**src/rtl/demux_rr_scheduler.sv**
```systemverilog
// ----------------------------------------------------------------------------
// demux_rr_scheduler
//   Sequencer for a 1-to-4 demux datapath. Whole bursts from one valid/ready
//   source are steered to one destination, chosen round-robin among the
//   enabled destinations. One arbitration cycle (IDLE), the burst itself
//   (XFER), then a single burst_done cycle (DONE).
//
// Ports
//   clk, rst_n            clock (rising edge), async active-low reset
//   in_valid/in_data      source beat
//   in_ready              source beat accepted when in_valid & in_ready
//   burst_len             beats-1 of the next burst, sampled at grant
//   dest_en               per-destination arbitration enable
//   out_valid/out_data    per-destination valid (one-hot or zero), shared data
//   out_ready             per-destination ready
//   selector              granted destination index, to the demux
//   busy                  high while in XFER
//   burst_done            one-cycle pulse after the last beat of a burst
// ----------------------------------------------------------------------------

// Per-destination handshake gating: a lane only sees valid, and only
// contributes ready, while it is the granted lane of an active burst.
module demux_rr_lane (
  input  logic hit_i,
  input  logic xfer_i,
  input  logic in_valid_i,
  input  logic out_ready_i,
  output logic valid_o,
  output logic ready_o
);
  assign valid_o = xfer_i & hit_i & in_valid_i;
  assign ready_o = xfer_i & hit_i & out_ready_i;
endmodule

module demux_rr_scheduler #(
  parameter int DATA_W = 8,
  parameter int LEN_W  = 4
) (
  input  logic              clk,
  input  logic              rst_n,
  input  logic              in_valid,
  input  logic [DATA_W-1:0] in_data,
  output logic              in_ready,
  input  logic [LEN_W-1:0]  burst_len,
  input  logic [3:0]        dest_en,
  output logic [3:0]        out_valid,
  output logic [DATA_W-1:0] out_data,
  input  logic [3:0]        out_ready,
  output logic [1:0]        selector,
  output logic              busy,
  output logic              burst_done
);
  localparam int NUM_DEST = 4;

  typedef enum logic [1:0] {IDLE, XFER, DONE} state_t;

  state_t            state_q;
  logic [1:0]        sel_q;
  logic [1:0]        last_q;
  logic [LEN_W-1:0]  len_q;
  logic [LEN_W-1:0]  cnt_q;
  logic              done_q;

  logic              xfer;
  logic              beat;
  logic              grant_vld;
  logic [1:0]        grant_idx;
  logic [NUM_DEST-1:0] lane_vld;
  logic [NUM_DEST-1:0] lane_rdy;

  // Round-robin search last+1 .. last+4 (mod 4). Walking k downwards lets
  // the smallest offset win, i.e. the nearest enabled index after last_q.
  always_comb begin
    grant_vld = |dest_en;
    grant_idx = last_q;
    for (int k = NUM_DEST; k >= 1; k--) begin
      if (dest_en[2'(last_q + 2'(k))]) grant_idx = 2'(last_q + 2'(k));
    end
  end

  assign xfer = (state_q == XFER);

  for (genvar i = 0; i < NUM_DEST; i++) begin : g_lane
    demux_rr_lane u_lane (
      .hit_i       (sel_q == 2'(i)),
      .xfer_i      (xfer),
      .in_valid_i  (in_valid),
      .out_ready_i (out_ready[i]),
      .valid_o     (lane_vld[i]),
      .ready_o     (lane_rdy[i])
    );
  end

  assign out_valid  = lane_vld;
  assign in_ready   = |lane_rdy;
  assign out_data   = in_data;
  assign beat       = in_valid & in_ready;
  assign selector   = sel_q;
  assign busy       = xfer;
  assign burst_done = done_q;

  always_ff @(posedge clk or negedge rst_n) begin
    if (!rst_n) begin
      state_q <= IDLE;
      sel_q   <= '0;
      last_q  <= 2'd3;
      len_q   <= '0;
      cnt_q   <= '0;
      done_q  <= 1'b0;
    end else begin
      unique case (state_q)
        IDLE: begin
          done_q <= 1'b0;
          // Grant is taken on this cycle's in_valid; if the source drops
          // valid afterwards XFER simply waits for it.
          if (in_valid && grant_vld) begin
            state_q <= XFER;
            sel_q   <= grant_idx;
            last_q  <= grant_idx;
            len_q   <= burst_len;
            cnt_q   <= '0;
          end
        end
        XFER: begin
          if (beat) begin
            // Last beat leaves cnt at len_q, so an all-ones length never
            // wraps the counter mid-burst.
            if (cnt_q == len_q) begin
              state_q <= DONE;
              done_q  <= 1'b1;
            end else begin
              cnt_q <= cnt_q + 1'b1;
            end
          end
        end
        DONE: begin
          state_q <= IDLE;
          done_q  <= 1'b0;
        end
        default: begin
          state_q <= IDLE;
          done_q  <= 1'b0;
        end
      endcase
    end
  end

endmodule

```
**config.mk**
```make
export PLATFORM = sky130hd
export DESIGN_NAME = demux_rr_scheduler
export DESIGN_NICKNAME = d
export VERILOG_FILES = /design/src/rtl/demux_rr_scheduler.sv
export SDC_FILE = /design/constraint.sdc
export NUM_CORES = 1
export LEC_CHECK = 0
export CAP_MARGIN = 20
export CORE_MARGIN = 3
export CORE_UTILIZATION = 45
export DETAILED_ROUTE_END_ITERATION = 16
export MAX_ROUTING_LAYER = met4
export PLACE_DENSITY = 0.84
export SLEW_MARGIN = 25
export SYNTH_ARGS = -nofsm -noshare
export SYNTH_HDL_FRONTEND = slang
export SYNTH_HIERARCHICAL = 1
export SYNTH_SLANG_ARGS = --single-unit
```
**constraint.sdc**
```tcl
create_clock -name clk -period 3.1 [get_ports clk]
set_input_delay 0.62 -clock clk [delete_from_list [all_inputs] [get_ports clk]]
set_output_delay 0.62 -clock clk [all_outputs]
set_load 0.01 [all_outputs]
```
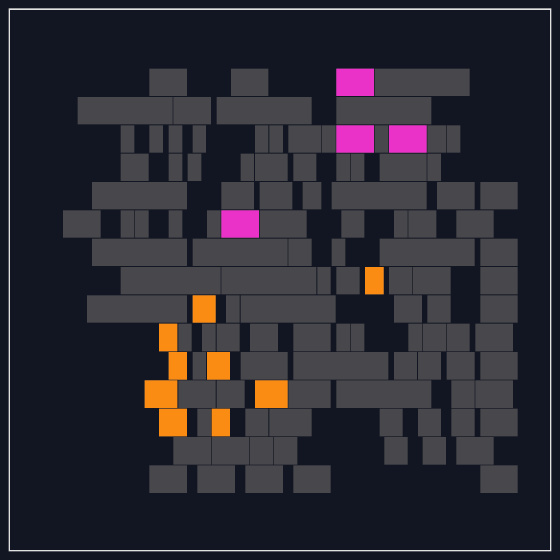
Figure 1: run 1, gate families picked out.
Key: multiplexers = magenta [cells 4, most used mux2i_1]; inverting AOI/OAI gates = orange [cells 9, most used o21ai_0]

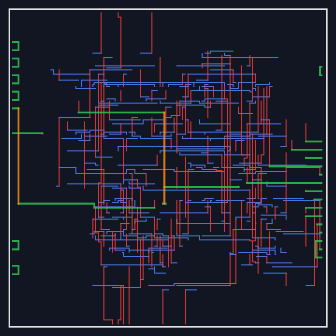
Figure 2: run 1, routed metal, one colour a layer.
Key: met2 = red [wire length 774 um]; met3 = green [wire length 122 um]; met1 = blue [wire length 849 um]; met4 = orange [wire length 30.6 um]
vias: 747
routed len/inst: 12.2 um
routed wire length: 1.78 mm
gr usage total: 16.0%

==> results.toml, run 1 <==
# generated from flow reports
[clock_network]
cts_root_buf = "clkbuf_4"
clock_sink_count = 15
clock_path_buffers = 2
cts_tree = "built"
clk_pin_slew_ns = 0.08

[cells_and_area]
clockNetworkAreaShare_pct = 2.30
buffer_area_share_pct = 20.1
inv_count = 2
logic_gates = 76
buffers = 23
diodes = 0
n_clock_buffer = 4

[power_and_ir_drop]
clkPwrFrac_pct = 12.8
ir_worst_vdd_mv = 0.461
power_mw = 0.901
p_switching_mw = 0.348
p_comb_share_pct = 47.3

[setup_path]
worstSetupEndpointType = "output port"
crit_fanout = 3
crit_required_ns = 2.48
r2r_slack_ns = 1.08
critPathArrivalTime_ns = 2.26
startpoint = "out_ready[1]"

[drt]
wl_met2_um = 773
drt_iter0_markers = 7

[logic_synthesis]
syn-num-nets = 128
synth_area_um2 = 945
synth_area_per_cell_um2 = 9.08
ys.flop_type = "dfrtp_1"
ys_seq_share_pct = 40.0

[status]
run_status = "complete, no violations"

[final_timing]
setup_ws_ns = 0.217
max_freq_mhz = 347
tns_ns = 0
slew_headroom_pct = 56.4

[worst_hold_path]
hp-class = "flip-flop to flip-flop"

[die]
chip_area_um2 = 2680
num_rows = 15

[global_routing]
grt_use_met3_pct = 6.30
antenna_found_initial = 0
first_global_vias = 650
met2_usage_pct = 22.2
met1_usage_pct = 19.7
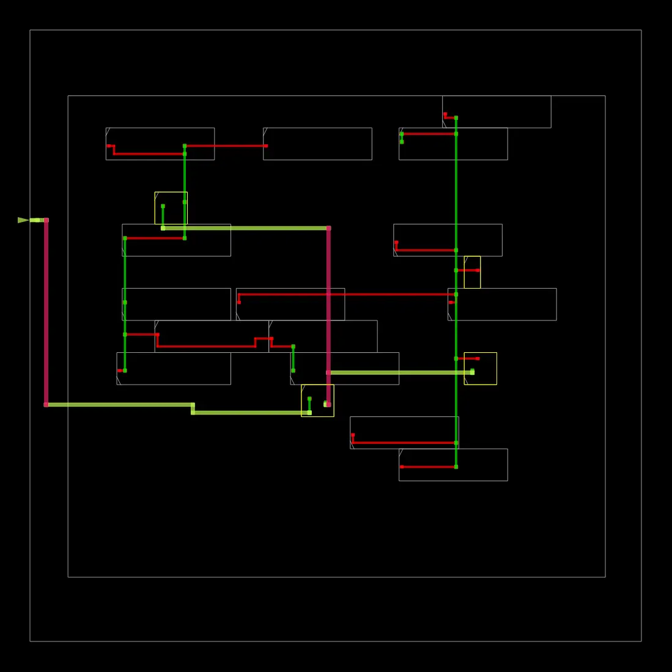
Figure 3: run 1, clock wiring as the flow saved it.
worst skew pair latency: 0.29 ns
Worst Clk Skew: 0.0136 ns
P_clk: 0.115 mW

==> run 1: cell usage after synthesis, types with 3 or more instances <==
master / instances / area, um2
nand2_1: 24 / 90.1
dfrtp_1: 13 / 325
and3_1: 9 / 56.3
buf_4: 8 / 60.1
mux2i_1: 4 / 40.0
nand2b_1: 4 / 25.0
xor2_1: 4 / 35.0
nor2_1: 3 / 11.3
o21ai_0: 3 / 15.0
==> run 1: critical path: cells and delay by family <==
| kind | cells | cell delay (ns) |
|---|---|---|
| and+or+nand+nor | 2 | 0.75 |
| buffers and inverters | 2 | 0.90 |
==> run 1: cells by family after synthesis <==
logic type,Yosys count,synth area share [%]
DFF,15,40.0
adders and majority gates,1,1.32
muxes,4,4.24
xor gates and xnor gates,4,3.71
AOI/OAI and AO/OA,11,7.95
buffers and inverters,13,10.1
and+or+nand+nor,56,32.7
==> run 1: per-stage QoR <==
| step | instances | util (%) | cell area (um2) | hold WS (ns) |
|---|---|---|---|---|
| final | 145 | 61.6 | 1140 | 0.503 |
| after global routing | 145 | 61.6 | 1140 | 0.520 |
| after CTS | 145 | 61.6 | 1140 | 0.505 |
| after detailed placement | 141 | 60.2 | 1120 | 0.484 |
| after global placement | 141 | 60.2 | 1120 | 0.474 |
| after floorplan | 104 | - | 945 | 0.324 |
==> run 1: power groups by stage <==
| stage | clock network [mW] | registers [mW] | logic (mW) |
|---|---|---|---|
| finish | 0.115 | 0.359 | 0.426 |
| global route | 0.129 | 0.372 | 0.477 |
| CTS | 0.118 | 0.359 | 0.432 |
| detailed placement | 0 | 0.364 | 0.431 |
| global placement | 0 | 0.359 | 0.419 |
| floorplan | 0 | 0.345 | 0.295 |
==> run 1: sequential cells by signal (all words and copies together) (netlist names) <==
register / count
burst_done: 1
cnt_q: 4
last_q: 2
len_q: 4
selector: 2
state_q: 2
## Run 2: what changed since run 1
- CTS_CLUSTER_SIZE: default -> 14
- SKIP_LAST_GASP: default -> 1
==> run 2 against run 1 <==
Via count unchanged. Global-route usage unchanged. Non-clock buffer count did not move. Clock skew stayed put. Final cell count unchanged. Die size unchanged. Clock-buffer cell count unchanged. Sequential share of layout area is the same. Power is the same. Worst setup slack unchanged. Critical endpoint unchanged. Largest cell class unchanged. Largest power group unchanged.
==> results.toml, run 2 <==
# generated from flow reports
[final_timing]
tns_ns = 0
setup_ws_ns = 0.217

[logic_synthesis]
ys_top_cells_by_area = "dfrtp_1, nand2_1, buf_4, and3_1, dfstp_2"
top_cell_area_share_pct = 34.4
ys_seq_share_pct = 40.0
synth_area_per_cell_um2 = 9.08
synth_area_um2 = 945
largest_area_cell = "dfrtp_1"

[global_routing]
antenna_found_initial = 0
track_usage_pct = 16.0

[setup_path]
crit_fanout = 3
cpLargestDelayFamily = "buffers and inverters"
crit_required_ns = 2.48

[worst_hold_path]
hp-class = "flip-flop to flip-flop"

[clock_network]
clock_path_buffers = 2

[drt]
routed_wl_mm = 1.78
wire_per_inst_um = 12.2
vias = 747

[power_and_ir_drop]
power_mw = 0.901

[status]
run_status = "complete, no violations"
## run 2: cell counts after synthesis
No cell type changed its count.
## run 2: metrics by stage
step                hold slack (ns)  util (%)  cell area (um2)
floorplan                     0.324         -              945
global placement              0.474      60.2             1120
detailed placement            0.484      60.2             1120
CTS                           0.505      61.6             1140
global route                  0.520      61.6             1140
finish                        0.503      61.6             1140
## run 2: cells by family after synthesis
family | after synthesis
muxes | 4
DFF | 15
buffers and inverters | 13
and+or+nand+nor | 56
xor gates and xnor gates | 4
adders and majority gates | 1
AOI/OAI and AO/OA | 11
## run 2: worst paths after layout
check / from / endpoint / slack [ns] / depth (start not counted)
worst max-delay path: out_ready[1] / in_ready / 0.22 / 4
max in group asynchronous: rst_n / len_q[1] / 1.95 / 1
worst min register to register: len_q[2] / len_q[2] / 0.50 / 2
worst min-delay path: len_q[2] / len_q[2] / 0.50 / 2
worst max register to register: state_q[1] / cnt_q[1] / 1.08 / 7
min in group asynchronous: rst_n / burst_done / 0.72 / 1
## run 2: final cells by class
type / instances / share of cell area [%]
Tap cell: 25 / 2.73
Inverter: 2 / 0.656
Sequential cell: 15 / 33.0
Clock buffer: 4 / 2.30
Multi-Input combinational cell: 76 / 41.2
Timing Repair Buffer: 23 / 20.1
## run 2: power groups by stage
stage	clock (mW)	combinational, mW	sequential (mW)
floorplan	0	0.295	0.345
global placement	0	0.419	0.359
detailed placement	0	0.431	0.364
CTS	0.118	0.432	0.359
global route	0.129	0.477	0.372
finish	0.115	0.426	0.359
## run 2: metal layers
metal	share of wire [%]	wire length, um
met1	48	849
met5	0	0
met4	1.7	30
met2	44	773
met3	6.8	121
## run 2: worst min-delay path, cell delays in order, from the launching register on
cell and delay (ns):
dfrtp_1 0.36, nand2_1 0.05, nand2_1 0.06
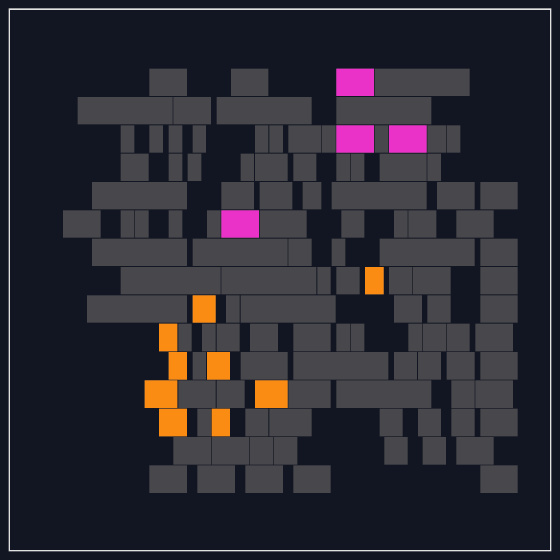
Figure 4: run 2, gate families picked out.
Key: multiplexers = magenta [cells 4, most used mux2i_1]; inverting AOI/OAI gates = orange [cells 9, most used o21ai_0]
logic share of the area: 41.2%
dominant logic cell type in the layout: nand2_1
Final Non-Filler Cells: 145

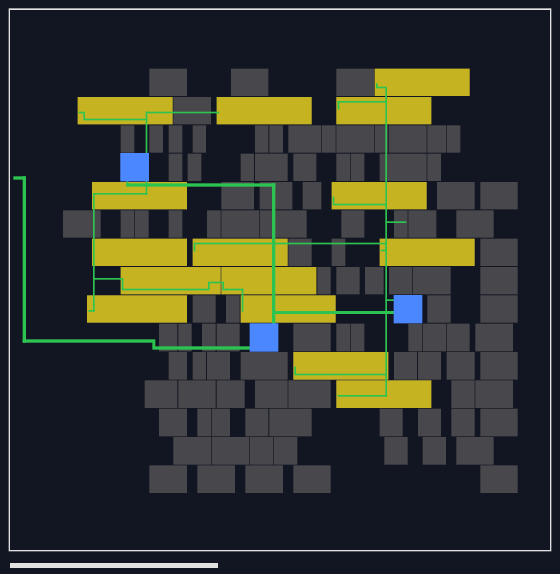
Figure 5: run 2, clock wires, drivers and flops.
The bar under the picture is 20 um long.
Key: flip-flops = yellow [count 15]; cells driving clock nets = blue [count 3]; clock wires = green [length 221 um]
There are 4 routed clock nets.
part of the power in the clock network: 12.8%

## Run 3: what changed since run 2
- CTS_CLUSTER_SIZE: 14 -> 24
==> run 3 against run 2 <==
Critical path depth unchanged. Power unchanged. Utilization unchanged. Hold slack unchanged. Synthesized cell count unchanged. Clock power about the same. Sequential power about the same. First-iteration DRC count unchanged. Sequential cell count unchanged. Critical path type unchanged. Largest power group unchanged.
==> results.toml, run 3 <==
# generated from flow reports
[status]
run_status = "complete, no violations"

[worst_hold_path]
hp-class = "flip-flop to flip-flop"
min_from = "len_q[2]"

[logic_synthesis]
ys_seq_share_pct = 40.0
synth_area_um2 = 945
largest_area_cell = "dfrtp_1"
ys_top_cells_by_area = "dfrtp_1, nand2_1, buf_4, and3_1, dfstp_2"
top_cell_area_share_pct = 34.4

[global_routing]
antenna_found_initial = 0

[drt]
wire_per_inst_um = 12.2
m1WireLength_um = 849
vias = 747
routed.top_layer = "met4"
routed_wl_mm = 1.78

[setup_path]
crit_fanout = 3
startpoint = "out_ready[1]"
crit_required_ns = 2.48

[cells_and_area]
final_cell_area_um2 = 1140
lay_top_count = "nand2_1"

[power_and_ir_drop]
power_mw = 0.901

[final_timing]
tns_ns = 0
run 3: cell counts after synthesis:
No cell type changed its count.
run 3: cell type report:
class / count / area share, %
Multi-Input combinational cell: 76 / 41.2
Inverter: 2 / 0.656
Sequential cell: 15 / 33.0
Clock buffer: 4 / 2.30
Tap cell: 25 / 2.73
Timing Repair Buffer: 23 / 20.1
run 3: per-stage QoR:
| step | std cells | setup slack, ns | util (%) | hold slack (ns) |
|---|---|---|---|---|
| 2_1_floorplan | 104 | 1.11 | - | 0.324 |
| 3_3_place_gp | 141 | 0.248 | 60.2 | 0.474 |
| 3_5_place_dp | 141 | 0.214 | 60.2 | 0.484 |
| 4_1_cts | 145 | 0.207 | 61.6 | 0.505 |
| 5_1_grt | 145 | 0.100 | 61.6 | 0.520 |
| 6_report | 145 | 0.217 | 61.6 | 0.503 |
run 3: where the power goes:
group	switching (mW)	internal, mW
Combinational	0.204	0.222
Clock	0.0649	0.0501
Sequential	0.0789	0.280
Total	0.348	0.552
run 3: worst max-delay path, cell delays in order:
cell and delay, ns:
clkdlybuf4s50_1 0.39, and3_1 0.17, or4_1 0.58, clkdlybuf4s50_1 0.51
run 3: final timing paths:
check | end | slack (ns) | cells past startpoint
worst min-delay path | len_q[2] | 0.50 | 2
worst min register to register | len_q[2] | 0.50 | 2
worst max register to register | cnt_q[1] | 1.08 | 7
min in group asynchronous | burst_done | 0.72 | 1
max in group asynchronous | len_q[1] | 1.95 | 1
worst max-delay path | in_ready | 0.22 | 4
run 3: kinds of logic after synthesis:
family / synth area share [%]
AND/OR/NAND/NOR: 32.7
flip-flops: 40.0
buffers and inverters: 10.1
adder cells (fa/ha/maj): 1.32
multiplexers: 4.24
XOR/XNOR: 3.71
AND-OR/OR-AND: 7.95
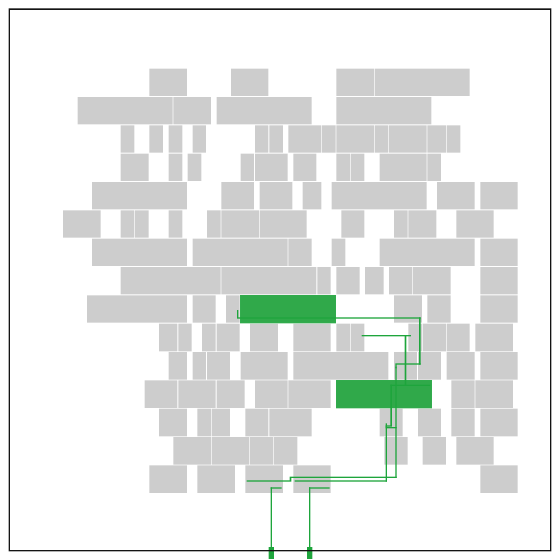
Figure 6: run 3, port wiring.
Key: selector = green [bits 2, direction output, edge bottom, end cells 2, buffers 2, wire 97.0 um]

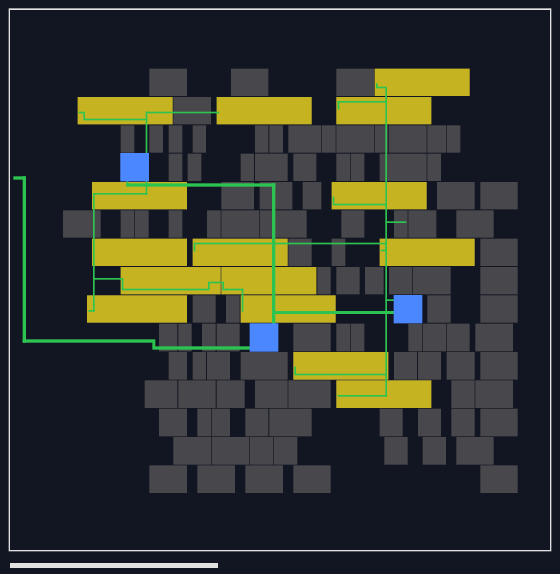
Figure 7: run 3, clock wires, drivers and flops.
The bar under the picture is 20 um long.
Key: cells driving clock nets = blue [count 3]; flip-flops = yellow [count 15]; clock wires = green [length 221 um]
There are 4 routed clock nets.

Power figures rest on the tool's default switching activity, not on a simulated workload.
